<file path="config.mk">
export PLATFORM = sky130hd
export DESIGN_NAME = lut3d_access_sched_flat
export DESIGN_NICKNAME = d
export VERILOG_FILES = /design/src/rtl/lut3d_pkg.sv /design/src/rtl/lut3d_access_sched_if.sv /design/src/rtl/rr_arbiter.sv /design/src/rtl/lut3d_access_sched.sv /design/src/flat_wrapper.sv
export SDC_FILE = /design/constraint.sdc
export NUM_CORES = 1
export LEC_CHECK = 0
export CORE_ASPECT_RATIO = 0.9
export CORE_MARGIN = 2
export CORE_UTILIZATION = 32
export CTS_CLUSTER_DIAMETER = 60
export DETAILED_ROUTE_END_ITERATION = 10
export PLACE_DENSITY = 0.6
export SLEW_MARGIN = 20
export SYNTH_ARGS = -nofsm -noshare
export SYNTH_HDL_FRONTEND = slang
export SYNTH_SLANG_ARGS = --single-unit
</file>
<file path="constraint.sdc">
create_clock -name clk -period 7.5 [get_ports clk]
set_clock_uncertainty 0.1 [all_clocks]
set_input_delay 1.5 -clock clk [delete_from_list [all_inputs] [get_ports clk]]
set_output_delay 1.5 -clock clk [all_outputs]
set_load 0.01 [all_outputs]
</file>
<file path="src/rtl/lut3d_pkg.sv">
// Shared types and address arithmetic for the 3x3x3 lookup-table access scheduler.
package lut3d_pkg;

    localparam int LUT_DIM   = 3;
    localparam int LUT_DEPTH = LUT_DIM * LUT_DIM * LUT_DIM;
    localparam int ADDR_W    = 5;

    typedef struct packed {
        logic [1:0] a;
        logic [1:0] b;
        logic [1:0] c;
    } lut_idx_t;

    typedef struct packed {
        logic              oor;
        logic [ADDR_W-1:0] addr;
    } lut_addr_t;

    typedef enum logic {
        INIT = 1'b0,
        RUN  = 1'b1
    } sched_state_t;

    // A field value of 3 lies outside the table; the address is forced to 0 then.
    function automatic lut_addr_t lut_addr(lut_idx_t idx);
        lut_addr_t r;
        r.oor  = (idx.a == 2'd3) || (idx.b == 2'd3) || (idx.c == 2'd3);
        r.addr = r.oor ? '0
                       : ADDR_W'(idx.a) * ADDR_W'(LUT_DIM * LUT_DIM)
                       + ADDR_W'(idx.b) * ADDR_W'(LUT_DIM)
                       + ADDR_W'(idx.c);
        return r;
    endfunction

endpackage

</file>
<file path="src/rtl/lut3d_access_sched_if.sv">
// Requester, configuration and status signals of the lookup-table access scheduler.
interface lut3d_access_sched_if #(
    parameter int NREQ = 4,
    parameter int DW   = 1
);
    logic [NREQ-1:0]   req_valid;
    logic [NREQ*6-1:0] req_idx;
    logic [NREQ-1:0]   req_ready;
    logic [NREQ-1:0]   rsp_valid;
    logic [DW-1:0]     rsp_data;
    logic              rsp_err;
    logic              cfg_we;
    logic [5:0]        cfg_idx;
    logic [DW-1:0]     cfg_data;
    logic              cfg_ready;
    logic              cfg_err;
    logic              busy;

    modport master (
        output req_valid, req_idx, cfg_we, cfg_idx, cfg_data,
        input  req_ready, rsp_valid, rsp_data, rsp_err, cfg_ready, cfg_err, busy
    );

    modport slave (
        input  req_valid, req_idx, cfg_we, cfg_idx, cfg_data,
        output req_ready, rsp_valid, rsp_data, rsp_err, cfg_ready, cfg_err, busy
    );
endinterface

</file>
<file path="src/rtl/rr_arbiter.sv">
// Round-robin arbiter: grants the first requester at or after a rotating pointer.
module rr_arbiter #(
    parameter int NREQ = 4
) (
    input  logic            clk,
    input  logic            rst_n,
    input  logic [NREQ-1:0] req_i,
    input  logic            en_i,
    output logic [NREQ-1:0] grant_o
);
    localparam int PW = (NREQ > 1) ? $clog2(NREQ) : 1;

    logic [PW-1:0] ptr_q, ptr_d;
    int            j;

    // NOTE: every output of a combinational block gets a default first, so no path infers a latch.
    always_comb begin
        grant_o = '0;
        ptr_d   = ptr_q;
        j       = 0;
        if (en_i) begin
            // Scan downwards so the requester closest to the pointer wins last.
            for (int k = NREQ - 1; k >= 0; k--) begin
                j = (int'(ptr_q) + k) % NREQ;
                if (req_i[j]) begin
                    grant_o    = '0;
                    grant_o[j] = 1'b1;
                    ptr_d      = PW'((j + 1) % NREQ);
                end
            end
        end
    end

    // NOTE: registers use non-blocking assignment so every flop samples pre-edge values.
    always_ff @(posedge clk or negedge rst_n) begin
        if (!rst_n) begin
            ptr_q <= '0;
        end else begin
            ptr_q <= ptr_d;
        end
    end

endmodule

</file>
<file path="src/rtl/lut3d_access_sched.sv">
// Owns the 27-entry table, clears it after reset and serialises writes and
// round-robin lookups onto one access per cycle with a registered response.
module lut3d_access_sched
    import lut3d_pkg::*;
#(
    parameter int            NREQ     = 4,
    parameter int            DW       = 1,
    parameter logic [DW-1:0] INIT_VAL = '0
) (
    input  logic                 clk,
    input  logic                 rst_n,
    lut3d_access_sched_if.slave  bus
);
    sched_state_t      state_q;
    logic [ADDR_W-1:0] cnt_q;
    logic              cfg_err_q;
    logic [NREQ-1:0]   rsp_valid_q;
    logic [DW-1:0]     rsp_data_q;
    logic              rsp_err_q;
    logic [DW-1:0]     table_q [LUT_DEPTH];

    logic              run;
    logic              cfg_take;
    logic [NREQ-1:0]   grant;
    logic              grant_any;
    lut_idx_t          rd_idx;
    lut_addr_t         rd_a;
    lut_addr_t         cfg_a;
    logic              tbl_we;
    logic [ADDR_W-1:0] tbl_waddr;
    logic [DW-1:0]     tbl_wdata;

    assign run       = (state_q == RUN);
    assign cfg_take  = run && bus.cfg_we;
    assign grant_any = |grant;
    assign cfg_a     = lut_addr(lut_idx_t'(bus.cfg_idx));
    assign rd_a      = lut_addr(rd_idx);

    // Configuration writes pre-empt lookups, so the arbiter only runs when no write is pending.
    rr_arbiter #(.NREQ(NREQ)) u_arb (
        .clk     (clk),
        .rst_n   (rst_n),
        .req_i   (bus.req_valid),
        .en_i    (run && !bus.cfg_we),
        .grant_o (grant)
    );

    always_comb begin
        rd_idx = '0;
        for (int i = 0; i < NREQ; i++) begin
            if (grant[i]) rd_idx = lut_idx_t'(bus.req_idx[6*i +: 6]);
        end
    end

    always_comb begin
        tbl_we    = 1'b0;
        tbl_waddr = cfg_a.addr;
        tbl_wdata = bus.cfg_data;
        if (!run) begin
            tbl_we    = 1'b1;
            tbl_waddr = cnt_q;
            tbl_wdata = INIT_VAL;
        end else if (cfg_take && !cfg_a.oor) begin
            tbl_we = 1'b1;
        end
    end

    // NOTE: the table has no reset; the INIT sweep clears it, which keeps it mappable onto RAM.
    always_ff @(posedge clk) begin
        if (tbl_we) table_q[tbl_waddr] <= tbl_wdata;
    end

    always_ff @(posedge clk or negedge rst_n) begin
        if (!rst_n) begin
            state_q     <= INIT;
            cnt_q       <= '0;
            cfg_err_q   <= 1'b0;
            rsp_valid_q <= '0;
            rsp_data_q  <= '0;
            rsp_err_q   <= 1'b0;
        end else begin
            rsp_valid_q <= grant;
            rsp_data_q  <= '0;
            rsp_err_q   <= 1'b0;
            if (grant_any) begin
                if (rd_a.oor) rsp_err_q  <= 1'b1;
                else          rsp_data_q <= table_q[rd_a.addr];
            end
            case (state_q)
                INIT: begin
                    if (cnt_q == ADDR_W'(LUT_DEPTH - 1)) begin
                        state_q <= RUN;
                        cnt_q   <= '0;
                    end else begin
                        cnt_q <= cnt_q + ADDR_W'(1);
                    end
                end
                RUN: begin
                    if (cfg_take && cfg_a.oor) cfg_err_q <= 1'b1;
                end
                default: state_q <= INIT;
            endcase
        end
    end

    assign bus.req_ready = grant;
    assign bus.cfg_ready = cfg_take;
    assign bus.rsp_valid = rsp_valid_q;
    assign bus.rsp_data  = rsp_data_q;
    assign bus.rsp_err   = rsp_err_q;
    assign bus.cfg_err   = cfg_err_q;
    assign bus.busy      = !run;

endmodule

</file>
<file path="src/flat_wrapper.sv">
// flat-port wrapper written by rule: the top's interface ports become plain ports
module lut3d_access_sched_flat import lut3d_pkg::*;
#(
    parameter int            NREQ     = 4,
    parameter int            DW       = 1,
    parameter logic [DW-1:0] INIT_VAL = '0
)
  (clk, rst_n, bus_req_valid, bus_req_idx, bus_cfg_we, bus_cfg_idx, bus_cfg_data, bus_req_ready, bus_rsp_valid, bus_rsp_data, bus_rsp_err, bus_cfg_ready, bus_cfg_err, bus_busy);
  lut3d_access_sched_if #(.NREQ(NREQ), .DW(DW)) bus_i ();
  input  logic clk;
  input  logic rst_n;
  input wire logic [$bits(bus_i.req_valid)-1:0] bus_req_valid;
  input wire logic [$bits(bus_i.req_idx)-1:0] bus_req_idx;
  input wire logic [$bits(bus_i.cfg_we)-1:0] bus_cfg_we;
  input wire logic [$bits(bus_i.cfg_idx)-1:0] bus_cfg_idx;
  input wire logic [$bits(bus_i.cfg_data)-1:0] bus_cfg_data;
  output wire logic [$bits(bus_i.req_ready)-1:0] bus_req_ready;
  output wire logic [$bits(bus_i.rsp_valid)-1:0] bus_rsp_valid;
  output wire logic [$bits(bus_i.rsp_data)-1:0] bus_rsp_data;
  output wire logic [$bits(bus_i.rsp_err)-1:0] bus_rsp_err;
  output wire logic [$bits(bus_i.cfg_ready)-1:0] bus_cfg_ready;
  output wire logic [$bits(bus_i.cfg_err)-1:0] bus_cfg_err;
  output wire logic [$bits(bus_i.busy)-1:0] bus_busy;
  assign bus_i.req_valid = bus_req_valid;
  assign bus_i.req_idx = bus_req_idx;
  assign bus_i.cfg_we = bus_cfg_we;
  assign bus_i.cfg_idx = bus_cfg_idx;
  assign bus_i.cfg_data = bus_cfg_data;
  assign bus_req_ready = bus_i.req_ready;
  assign bus_rsp_valid = bus_i.rsp_valid;
  assign bus_rsp_data = bus_i.rsp_data;
  assign bus_rsp_err = bus_i.rsp_err;
  assign bus_cfg_ready = bus_i.cfg_ready;
  assign bus_cfg_err = bus_i.cfg_err;
  assign bus_busy = bus_i.busy;
  lut3d_access_sched #(.NREQ(NREQ), .DW(DW), .INIT_VAL(INIT_VAL)) u_core (.clk(clk), .rst_n(rst_n), .bus(bus_i));
endmodule
</file>
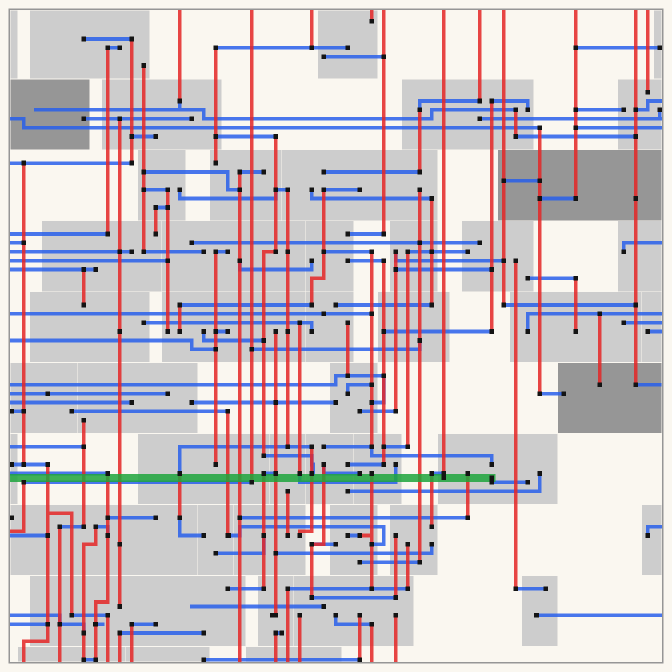
(images/detail.png)
Window x 71 to 96, y 13 to 38 um. Cells in gray, sequential cells in the stronger gray; small squares are vias.
| color | layer |
|---|---|
| green | metal 3 |
| red | metal 2 |
| blue | metal 1 |
netlist names of flops here include: `u_core.bus.rsp_valid` (1)
cells with their middle in the window: 36
most frequent: ha_1 (6), o21ai_0 (5)
sequential cells in the window: 1

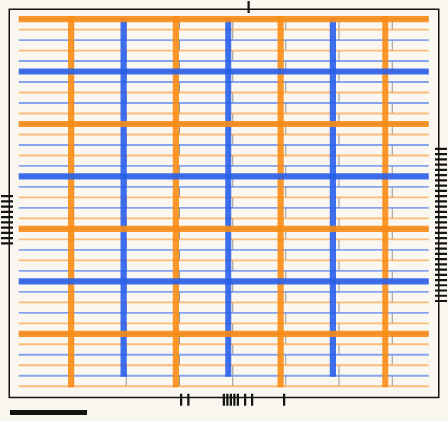
(images/power_grid.png)
The bar under the picture is 20 um long. Pins as bars on the die edge. Tap cells in gray.
| color | net |
|---|---|
| orange | VSS |
| blue | VDD |
met5 straps: 7
tap cells: 129
met4 straps: 7
met1 rails: 36
signal pins: 51

==> qor.txt <==
DRT iter0 DRCs: 126
Critical Path Source Type: input port
NumNets Final: 452
Yosys chip area: 0.00330 mm^2
Vias: 2687
fin util: 40.0%
CP top delay family: AND-OR/OR-AND gates
number of enable flip-flop cells: 27
slowest stage delay, CP: 0.69 ns
Synth top cells by count: 48 x nor2_1, 29 x nand2_1, 27 x edfxtp_1
clk buf depth: 2
Max Fclk: 143 MHz
CP Class: input port to flip-flop
DRT antenna net count: 0
Met1 Wirelength: 3.72 mm
met3 Use GR: 1.45%
capturing element type of the critical path: flip-flop
Slew HR: 38.2%
vias per cell: 5.18
worst path required time: 7.58 ns
Slew Viols, Final: 0
Min-Delay Startpoint: u_core.bus.cfg_err$_DFFE_PN0P_
final WL: 7.61 mm
first-pass GRT wire length: 13.3 mm
Crit. Startpoint: bus_req_valid[1]
crit-path max FO: 13
Top Ports: 51
Final Hold Vio Count: 0
leading cell type by number of instances after synthesis: nor2_1
Synth Flop Type: edfxtp_1
Final Cycle Share: 93.3%
GR Layer Usage met2: 24.2%
worst r2r path cells: 19
largest net degree at the start of global routing: 28
number of global-route vias before repair: 2741
All-Layer GR Usage: 14.3%
core footprint: 0.0101 mm^2
GR Overflow Total: 0
hold path depth: 1
Synth area leader: edfxtp_1
crit path time final: 7.00 ns
Max Used Layer: met4
CTS root buf: clkbuf_16
chip area: 0.0111 mm^2
WHS Endpoint: u_core.bus.cfg_err$_DFFE_PN0P_
worst setup margin: 0.505 ns
Die Ht: 100 um
Synth cell types: 68
Num CTS Buffers: 5
Async SR Flop Fraction: 35.7%
Top-area cell share: 24.6%
Core Util at FP: 32.6%
Worst Hold Class: flip-flop to flip-flop
Setup-failing EPs final: 0
DRT Pass-1 Iters: 4
crit path to: u_core.bus.rsp_data$_DFF_PN0_
Cell Count, Final, Fillers Out: 519
Cell Chain, Critical Path: clkdlybuf4s50_1 -> mux4_2 -> a221oi_2 -> a21oi_4 -> nor2b_4 -> a221oi_1 -> o31a_2 -> fa_1 -> inv_1 -> a31o_2 -> or2_2 -> fa_1 -> nand2b_1 -> o21ai_0 -> o211ai_1 -> a221oi_1 -> o311ai_0 -> and4_1
CP arrival: 7.07 ns
Die Width: 111 um
unrepaired setup endpoints after global routing: false
final-layout fill cell count: 994
Layout area overhead: 22.8%
hpwl dp: 5.81 mm
Avg Inst Size Synth: 9.61 um^2
critical path depth: 18
CP bufs+invs: 2
r2r setup slk: 0.98 ns
yosys stat cell total: 343
Late-Pin Clk Latency: 0.28 ns
met1 GRT Util: 19.8%
status: completed
site row count: 35
met2 WL post-DR: 3.53 mm
gr busiest metal: met2
IO Port Bufs: 50
CTS tree: built
H-tree depth: 2
worst hold margin: 0.373 ns
Reg-to-Reg End: u_core.bus.rsp_data$_DFF_PN0_
placed cell count: 511
placed inst area: 0.00390 mm^2
worst slack, placed: 0.225 ns
share of layout cells above drive strength 1: 10.3%
metal3 WL: 298 um
Cell area leaders: edfxtp_1 25%, dfrtp_1 11%, ha_1 6.8%
setup tns final: 0 ns
clk sinks: 42
Avg WL per Cell: 14.7 um
Reg2Reg Launch Point: u_core.u_arb.ptr_q[0]$_DFFE_PN0P_
routability cong.: 0.803
Reg clk slew, reported paths: 0.06 ns
Mapped Cells: 343
floorplan net count: 406
Slew @ Worst Pin: 0.926 ns
fin area: 0.00405 mm^2
hold_buf cts: 0
synthesized cell area: 0.00330 mm^2
initial antenna violation count: 0
CP max stage cell: fa_1
max-cap violations: 0
count of tool warnings: 35
sequential area share after synthesis: 36.0%
synth warn: 0
diode count: 0
#FFs+latches synth: 42
drc violations: 0
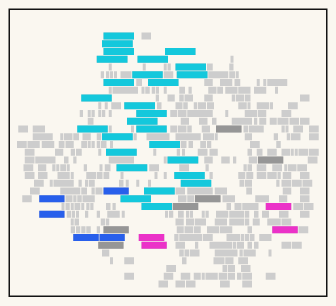
(images/flops_by_reg.png)
Other sequential cells in the stronger gray, the rest of the logic in the fainter gray.
| color | signal | sequential cells |
|---|---|---|
| cyan | `u_core.table_q` | 27 |
| magenta | `u_core.bus.rsp_valid` | 4 |
| blue | `u_core.cnt_q` | 5 |
not colored: 6

[kinds of logic (layout without fill, tap and decap cells)]
family                   count (synthesis)  in the layout  share of synthesized area [%]
AND-OR/OR-AND                           89             89                           19.9
XOR/XNOR                                 9              9                           2.39
adder cells (fa/ha/maj)                 25             25                           11.1
buffers and inverters                   41             88                           5.54
flip-flops                              42             42                           36.0
multiplexers                            23             23                           8.77
AND/OR/NAND/NOR                        114            114                           16.3
[flip-flops by register name (all words and copies together), names as in the netlist]
signal                cells
u_core.table_q           27
u_core.bus.rsp_valid      4
u_core.u_arb.ptr_q        2
u_core.cnt_q              5
u_core.bus.rsp_err        1
u_core.bus.rsp_data       1
u_core.bus.cfg_err        1
u_core.run                1
[placed cells by master, fill, tap and decap left out, drive strengths merged, types with 5 or more instances in the layout]
cell           count
xnor2              5
a211oi             5
edfxtp            27
a31oi              6
or2                5
ha                18
a221oi             8
o21ai             23
clkdlybuf4s50     50
fa                 7
a21oi             13
clkbuf             5
nand2             29
nor2              48
nand2b             5
mux2i             16
inv               27
dfrtp             15
nor3               8
[layout make-up]
type / count / area [um^2] / share of cell area [%]
inverters: 27 / 101 / 2.50
well taps: 129 / 161 / 3.99
multi-input cells: 260 / 1930 / 47.6
flip-flops and latches: 42 / 1190 / 29.3
clock inverters: 3 / 21.3 / 0.526
repair buffers: 53 / 523 / 12.9
clock buffers: 5 / 125 / 3.09
[timing repair]
item | in CTS | in global routing
setup buffers | 0 | 0
endpoints found under the setup margin | 0 | 1
resized | 0 | 1
